### src/rtl/seq_divider_pkg.sv
// Shared package for the sequential divider: FSM state encoding and default operand width.
package seq_divider_pkg;

  localparam int DEFAULT_NUM_SIZE = 32;

  typedef enum logic [1:0] {
    IDLE = 2'd0,
    BUSY = 2'd1,
    DONE = 2'd2
  } div_state_e;

endpackage

### src/rtl/seq_divider_div_step.sv
// One restoring division iteration: shift the next dividend bit into the partial
// remainder, trial-subtract the divisor and restore when the difference goes negative.
module div_step #(
  parameter int W = 32
) (
  input  logic [W-1:0] i_rem,
  input  logic [W-1:0] i_quo,
  input  logic [W-1:0] i_dvs,
  output logic [W-1:0] o_rem,
  output logic [W-1:0] o_quo
);

  logic [W:0] w_shift;
  logic [W:0] w_diff;

  // Bit W of the difference is the borrow: set means the divisor did not fit.
  always_comb begin
    w_shift = {i_rem, i_quo[W-1]};
    w_diff  = w_shift - {1'b0, i_dvs};
    if (!w_diff[W]) begin
      o_rem = w_diff[W-1:0];
      o_quo = {i_quo[W-2:0], 1'b1};
    end else begin
      o_rem = w_shift[W-1:0];
      o_quo = {i_quo[W-2:0], 1'b0};
    end
  end

endmodule

### src/rtl/seq_divider.sv
// Multi-cycle restoring divider with valid/ready handshakes on both sides.
// Define SEQ_DIVIDER_SIGNED_EN to enable two's-complement operation via is_signed.
module seq_divider
  import seq_divider_pkg::*;
#(
  parameter int NUM_SIZE = DEFAULT_NUM_SIZE
) (
  input  logic                clk,
  input  logic                rst_n,
  input  logic                in_valid,
  output logic                in_ready,
  input  logic [NUM_SIZE-1:0] dIn0,
  input  logic [NUM_SIZE-1:0] dIn1,
  input  logic                is_signed,
  output logic                out_valid,
  input  logic                out_ready,
  output logic [NUM_SIZE-1:0] quotient,
  output logic [NUM_SIZE-1:0] remainder,
  output logic                div_by_zero,
  output logic                overflow
);

  localparam int CNT_W = (NUM_SIZE > 1) ? $clog2(NUM_SIZE) : 1;
  localparam logic [CNT_W-1:0] LAST_ITER = CNT_W'(NUM_SIZE - 1);

  div_state_e          r_state;
  logic [CNT_W-1:0]    r_cnt;
  logic [NUM_SIZE-1:0] r_rem;
  logic [NUM_SIZE-1:0] r_quo;
  logic [NUM_SIZE-1:0] r_dvs;
  logic                r_in_ready;
  logic                r_out_valid;
  logic [NUM_SIZE-1:0] r_quotient;
  logic [NUM_SIZE-1:0] r_remainder;
  logic                r_div_by_zero;
  logic                r_overflow;

  logic [NUM_SIZE-1:0] w_a_mag;
  logic [NUM_SIZE-1:0] w_b_mag;
  logic                w_ovf_case;
  logic [NUM_SIZE-1:0] w_step_rem;
  logic [NUM_SIZE-1:0] w_step_quo;
  logic [NUM_SIZE-1:0] w_quo_fix;
  logic [NUM_SIZE-1:0] w_rem_fix;

`ifdef SEQ_DIVIDER_SIGNED_EN
  localparam logic [NUM_SIZE-1:0] MIN_NEG = {1'b1, {(NUM_SIZE-1){1'b0}}};

  logic r_neg_q;
  logic r_neg_r;
  logic w_a_neg;
  logic w_b_neg;

  assign w_a_neg    = is_signed & dIn0[NUM_SIZE-1];
  assign w_b_neg    = is_signed & dIn1[NUM_SIZE-1];
  assign w_a_mag    = w_a_neg ? -dIn0 : dIn0;
  assign w_b_mag    = w_b_neg ? -dIn1 : dIn1;
  assign w_ovf_case = is_signed && (dIn0 == MIN_NEG) && (dIn1 == '1);
  // Quotient sign from the operand signs; remainder sign follows the dividend.
  assign w_quo_fix  = r_neg_q ? -w_step_quo : w_step_quo;
  assign w_rem_fix  = r_neg_r ? -w_step_rem : w_step_rem;
`else
  logic w_unused_sgn;

  assign w_unused_sgn = is_signed;
  assign w_a_mag      = dIn0;
  assign w_b_mag      = dIn1;
  assign w_ovf_case   = 1'b0;
  assign w_quo_fix    = w_step_quo;
  assign w_rem_fix    = w_step_rem;
`endif

  div_step #(.W(NUM_SIZE)) u_step (
    .i_rem (r_rem),
    .i_quo (r_quo),
    .i_dvs (r_dvs),
    .o_rem (w_step_rem),
    .o_quo (w_step_quo)
  );

  // Handshake FSM, iteration counter and result registers.
  always_ff @(posedge clk or negedge rst_n) begin
    if (!rst_n) begin
      r_state       <= IDLE;
      r_cnt         <= '0;
      r_rem         <= '0;
      r_quo         <= '0;
      r_dvs         <= '0;
      r_in_ready    <= 1'b1;
      r_out_valid   <= 1'b0;
      r_quotient    <= '0;
      r_remainder   <= '0;
      r_div_by_zero <= 1'b0;
      r_overflow    <= 1'b0;
`ifdef SEQ_DIVIDER_SIGNED_EN
      r_neg_q       <= 1'b0;
      r_neg_r       <= 1'b0;
`endif
    end else begin
      case (r_state)
        IDLE: begin
          if (in_valid) begin
            r_rem      <= '0;
            r_quo      <= w_a_mag;
            r_dvs      <= w_b_mag;
            r_cnt      <= '0;
            r_in_ready <= 1'b0;
`ifdef SEQ_DIVIDER_SIGNED_EN
            r_neg_q    <= w_a_neg ^ w_b_neg;
            r_neg_r    <= w_a_neg;
`endif
            if (dIn1 == '0) begin
              r_state       <= DONE;
              r_out_valid   <= 1'b1;
              r_quotient    <= '1;
              r_remainder   <= dIn0;
              r_div_by_zero <= 1'b1;
              r_overflow    <= 1'b0;
            end else if (w_ovf_case) begin
              r_state       <= DONE;
              r_out_valid   <= 1'b1;
              r_quotient    <= dIn0;
              r_remainder   <= '0;
              r_div_by_zero <= 1'b0;
              r_overflow    <= 1'b1;
            end else begin
              r_state <= BUSY;
            end
          end else begin
            r_in_ready <= 1'b1;
          end
        end
        BUSY: begin
          r_rem <= w_step_rem;
          r_quo <= w_step_quo;
          // The final iteration writes the sign-corrected result directly.
          if (r_cnt == LAST_ITER) begin
            r_state       <= DONE;
            r_out_valid   <= 1'b1;
            r_quotient    <= w_quo_fix;
            r_remainder   <= w_rem_fix;
            r_div_by_zero <= 1'b0;
            r_overflow    <= 1'b0;
          end else begin
            r_cnt <= r_cnt + 1'b1;
          end
        end
        DONE: begin
          if (out_ready) begin
            r_state     <= IDLE;
            r_out_valid <= 1'b0;
            r_in_ready  <= 1'b1;
          end else begin
            r_out_valid <= 1'b1;
          end
        end
        default: begin
          r_state     <= IDLE;
          r_cnt       <= '0;
          r_in_ready  <= 1'b1;
          r_out_valid <= 1'b0;
        end
      endcase
    end
  end

  assign in_ready    = r_in_ready;
  assign out_valid   = r_out_valid;
  assign quotient    = r_quotient;
  assign remainder   = r_remainder;
  assign div_by_zero = r_div_by_zero;
  assign overflow    = r_overflow;

endmodule
### config.mk
export PLATFORM = sky130hd
export DESIGN_NAME = seq_divider
export DESIGN_NICKNAME = d
export VERILOG_FILES = /design/src/rtl/seq_divider_pkg.sv /design/src/rtl/seq_divider_div_step.sv /design/src/rtl/seq_divider.sv
export SDC_FILE = /design/constraint.sdc
export NUM_CORES = 1
export LEC_CHECK = 0
export CORE_ASPECT_RATIO = 0.5
export CORE_UTILIZATION = 45
export DETAILED_ROUTE_END_ITERATION = 12
export GPL_TIMING_DRIVEN = 0
export PLACE_DENSITY = 0.67
export SKIP_LAST_GASP = 1
export SYNTH_ARGS = -nofsm -noshare
export SYNTH_HDL_FRONTEND = slang
export SYNTH_SLANG_ARGS = --single-unit
### constraint.sdc
create_clock -name clk -period 3.4 [get_ports clk]
set_input_delay 0.85 -clock clk [delete_from_list [all_inputs] [get_ports clk]]
set_output_delay 0.85 -clock clk [all_outputs]
set_load 0.01 [all_outputs]
==> impl_metrics.yaml, run 1 <==
# implementation run metrics
run_status:
  status: "completed"
final_timing:
  min_period_ns: 3.31
  worst_slack_ns: 0.0946
  fmax_ghz: 0.303
  hold_ws_ns: 0.324
cells_and_area:
  drive_gt1_share_pct: 7.25
  lay_top_count: "nand2_1"
  area_growth_pct: 28.1
  logic_area_um2: 4460
  ff_latch_area_um2: 4260
  num_antenna_cells: 0
  n_fill_cell: 1782
synth:
  edf_count: 0
  yosys.area_share.adder_pct: 4.97
  xor_share_pct: 2.85
  synth.distinct_cells: 62
  syn_nets: 1133
  avgSynthCellArea_um2: 8.70
  synthesis.area_um2: 8950
setup_path:
  crit_type: "reg2reg"
  end_kind: "flop"
  cp_data_arrival_time_ns: 3.58
power:
  p_clk_w: 0.00197
  comb_power_share_pct: 62.5
  power.group.top: "combinational logic"
  p_int_w: 0.00825
  pwr_density_cell_nw_per_um2: 1320
  p_seq_w: 0.00371
  leakage_nw: 4.87
placed_design:
  io_buffers: 134
  pre_cts_ws_ns: -1.01
  hpwl_um: 20800
route:
  vias: 8041
  wl_um: 27200
  firstDrtPassIters: 7
  routed_via_density: 5.48
  wire_per_inst_um: 18.5
floorplanning:
  coreArea_um2: 19500
  chipArea_um2: 20500
cts:
  root_buffer: "clkbuf_16"
  clockBufferDepth: 2
  cts_tree: "yes"
  cts.sinks: 170
  htree_levels: 4
global_route:
  top_usage_layer: "met1"
  grt_pass1_wl_um: 42200
  grt_pass1_vias: 7480
  grt_max_degree: 116
  grtUsageMet1_pct: 42.6
  use_met2_pct: 38.0
  met3_usage_pct: 5.79
job:
  openroad.warnings: 31
[run 1: Yosys cell counts (2+ instances only)]
cell type,count,share of area (%)
a211oi_1,2,0.17
a21boi_0,3,0.25
a21o_1,3,0.25
a21oi_1,71,4.0
a22o_1,2,0.20
a31oi_1,39,2.7
a41oi_1,4,0.39
and2_1,4,0.28
and3_1,20,1.4
buf_2,3,0.17
buf_4,3,0.25
clkbuf_1,57,2.4
dfrtp_1,169,47
ha_1,34,4.8
inv_1,36,1.5
mux2_2,4,0.50
mux2i_1,25,2.8
nand2_1,202,8.5
nand2b_1,7,0.49
nand3_1,17,0.95
nand4_1,5,0.35
nor2_1,73,3.1
nor2b_1,8,0.56
nor3_1,6,0.34
nor3b_1,4,0.34
nor4_1,9,0.63
o2111ai_1,2,0.20
o21a_1,7,0.59
o21ai_0,129,7.2
o21ai_1,10,0.56
o22ai_1,2,0.14
o31ai_1,4,0.34
or2_2,3,0.21
or3_1,10,0.70
xnor2_1,15,1.5
xor2_1,11,1.1
[run 1: timing repair]
| action | CTS | global route |
|---|---|---|
| endpoints found under the setup margin | 72 | 87 |
| endpoints found under the hold margin | 0 | 0 |
| resized | 8 | 39 |
| pin swaps | 1 | 3 |
| setup buffers | 1 | 3 |
[run 1: registers in the layout (all words and copies together), names as in the netlist, 2 cells and up]
register   count
quotient      32
r_dvs         32
r_quo         32
r_rem         32
remainder     32
r_cnt          5
r_state        2
[run 1: final cells by class]
cell class | count | area share (%)
clock buffer | 20 | 3.98
inverter | 36 | 1.18
tap | 266 | 2.90
multi-input combinational | 759 | 38.8
sequential | 170 | 37.1
clock inverter | 12 | 1.18
buffer | 64 | 2.57
timing repair buffer | 139 | 12.2
[run 1: per-layer routing]
layer,routed length (um),part of all wire (%),vias up
met5,0,0,-
met2,11100,41,236
li1,-,-,3891
met3,1700,6.2,20
met4,274,1.0,0
met1,14100,52,3894
[run 1: critical path, stage by stage (launching register included)]
cell     delay (ns)
dfrtp_2        0.45
ha_1           0.29
buf_2          0.17
and4_4         0.22
and3_1         0.19
and3_1         0.17
and3b_2        0.23
o31ai_2        0.26
a21oi_2        0.13
xnor2_4        0.39
buf_12         0.22
mux2i_4        0.28
o21ai_0        0.13
[run 1: worst paths after layout]
kind,startpoint,to,slack [ns],cells past startpoint
worst max-delay path,r_rem[16],r_rem[21],0.09,12
worst min-delay path,rst_n,quotient[28],0.32,1
worst max register to register,r_rem[16],r_rem[21],0.09,12
worst min register to register,quotient[30],quotient[30],0.48,2
max in group asynchronous,rst_n,r_dvs[21],2.11,2
min in group clk,quotient[30],quotient[30],0.48,2
[run 1: stage by stage]
stage	util, %	setup TNS, ns	instance area (um2)	total power, W	cells
2_1_floorplan	-	0	8950	0.00922	1029
3_3_place_gp	54.6	-957.93	10600	0.0118	1429
3_5_place_dp	54.8	-37.84	10700	0.0120	1430
4_1_cts	58.0	-0.0846	11300	0.0141	1463
5_1_grt	59.0	-1.57	11500	0.0162	1466
6_report	59.0	0	11500	0.0151	1466
==> run_1/final_placement.png <==
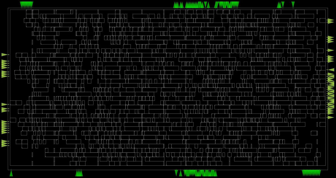
sequential portion of the cell area: 37.1%
final core utilization: 59.0%

==> run_1/drive_strength.png <==
Bar = 50 um.
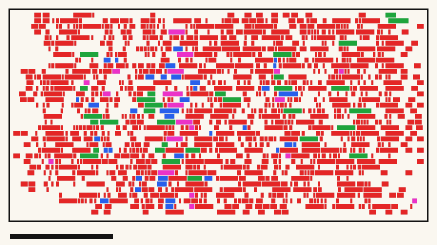
color	size	cells	share	most used
green	drive 6 and up	31	2.6%	clkbuf_16
magenta	drive 3 to 4	20	1.7%	mux2i_4
red	drive 1 or less	1113	93%	nand2_1
blue	drive 2	36	3.0%	mux2i_2

==> run_1/met3.png <==
Bar = 50 um.
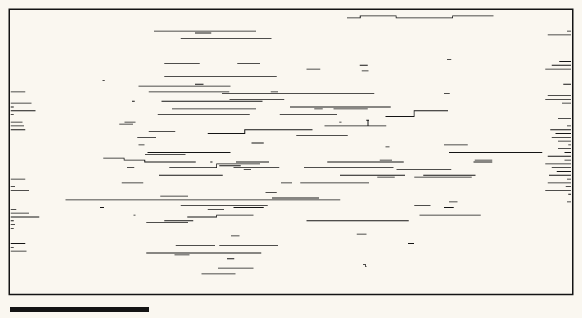
longest straight run	98.2 um
share of all routed wire	6.3%
nets with wire on the layer	124

==> inputs of run 2 (changes only) <==
- CAP_MARGIN: default -> 10
- CORE_UTILIZATION: 45 -> 28
- PLACE_DENSITY: 0.67 -> 0.46
==> impl_metrics.yaml, run 2 <==
# implementation run metrics
placed_design:
  dp_cells: 1587
  io_buffers: 134
cells_and_area:
  lay_top_count: "nand2_1"
  logic_area_um2: 4550
  drive_gt1_share_pct: 9.11
  finish.utilization_pct: 38.4
  layout.cells.non_filler: 1631
  area_growth_pct: 32.2
  ff_latch_area_um2: 4260
setup_path:
  crit_buf_inv: 4
  cp_data_arrival_time_ns: 3.71
  crit_type: "reg2reg"
  crit_top_cell: "and3_1"
  slowest_delay_ns: 0.45
  cp_slowest_cell: "dfrtp_2"
  path_cells: "ha_1, buf_6, and3_4, and3_1, and3_1, and3b_2, o31ai_4, a21oi_4, xnor2_4, buf_12, buf_4, buf_16, or3_4, a31oi_1"
  r2r_end: "remainder[18]"
  critPathTopFamily: "simple AND/OR/NAND/NOR gates"
synth:
  synth.distinct_cells: 62
  common_cells: "nand2_1 (202), dfrtp_1 (169), o21ai_0 (129), nor2_1 (73), a21oi_1 (71)"
  top_cell_area_share_pct: 47.2
  synthTopCellsByArea: "dfrtp_1 (47%), nand2_1 (8.5%), o21ai_0 (7.2%), ha_1 (4.8%), a21oi_1 (4.0%)"
  synth.most_common_cell: "nand2_1"
  syn_nets: 1133
  top_area_cell: "dfrtp_1"
final_timing:
  fin_setup_tns_ns: 0
  min_period_ns: 3.33
  fmax_ghz: 0.300
cts:
  clockBufferDepth: 2
  cts_tree: "yes"
  htree_levels: 4
  root_buffer: "clkbuf_16"
route:
  wl_um: 31300
  routed_via_density: 4.93
  vias: 8037
global_route:
  grt_pass1_wl_um: 47800
  grt_pass1_vias: 7763
job:
  openroad.warnings: 27
power:
  leakage_nw: 4.93
  pwr_density_cell_nw_per_um2: 1340
run_status:
  status: "completed"
floorplanning:
  chipArea_um2: 32700
-- run 2: logic make-up after synthesis --
family	count (synthesis)	share of synthesized area (%)
DFF	170	47.5
muxes	30	3.42
AOI/OAI and AO/OA	293	18.5
other	1	0.0419
buffers and inverters	100	4.44
xor gates and xnor gates	27	2.85
adders and majority gates	35	4.97
and+or+nand+nor	373	18.3
-- run 2: stage by stage --
stage	hold WS [ns]	setup slack [ns]	instance area [um2]
after global routing	0.432	-0.00325	11800
after detailed placement	0.472	-1.17	10900
after CTS	0.403	0.0333	11600
final	0.371	0.0700	11800
after global placement	0.472	-5.91	10800
after floorplan	0.450	0.542	8950
-- run 2: report_power, final --
part           switching (W)  internal (W)  leakage (nW)
combinational        0.00561       0.00463          2.76
sequential          0.000699       0.00304          1.90
clock               0.000950      0.000960         0.272
total                0.00726       0.00863          4.93
-- run 2: worst max path at each step --
stage	to	depth (start not counted)	slack, ns	start
finish	remainder[18]	14	0.07	r_rem[22]
global route	remainder[18]	14	-0.003	r_rem[22]
CTS	remainder[18]	13	0.03	r_quo[31]
detailed placement	remainder[27]	10	-1.17	dIn1[6]
global placement	quotient[23]	1	-5.91	rst_n
floorplan	remainder[24]	12	0.54	r_rem[16]
-- run 2: repair_timing --
item | in CTS | in global routing
setup buffers | 6 | 5
hold buffers | 0 | 0
gates cloned | 1 | 2
resized | 37 | 35
setup endpoints to repair | 90 | 93
pin swaps | 7 | 7
-- run 2: layer usage --
metal	global-route usage, %	wire length, um
met1	29.1	15700
met2	29.2	13900
met3	3.78	1310
met4	4.47	308
met5	0	0
-- run 2: area by class of cell --
class / count / share of cell area (%)
Inverter: 36 / 1.14
Tap cell: 423 / 4.47
Clock inverter: 15 / 1.08
Clock buffer: 17 / 3.59
Buffer: 62 / 2.50
Timing Repair Buffer: 148 / 12.8
Multi-Input combinational cell: 760 / 38.4
Sequential cell: 170 / 36.0
==> run_2/met4.png <==
Supply wires on this layer in gray. Cells faint in the background.
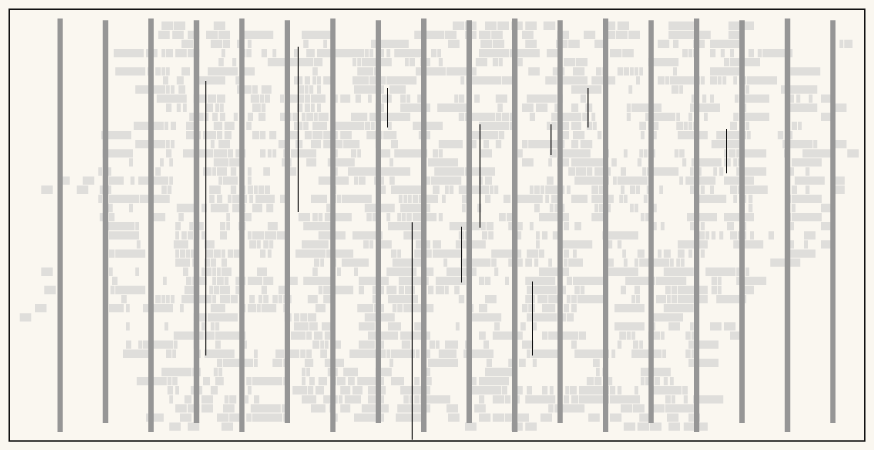
main direction	vertical
nets with wire on the layer	3

Power is estimated from default activity; no workload was simulated.
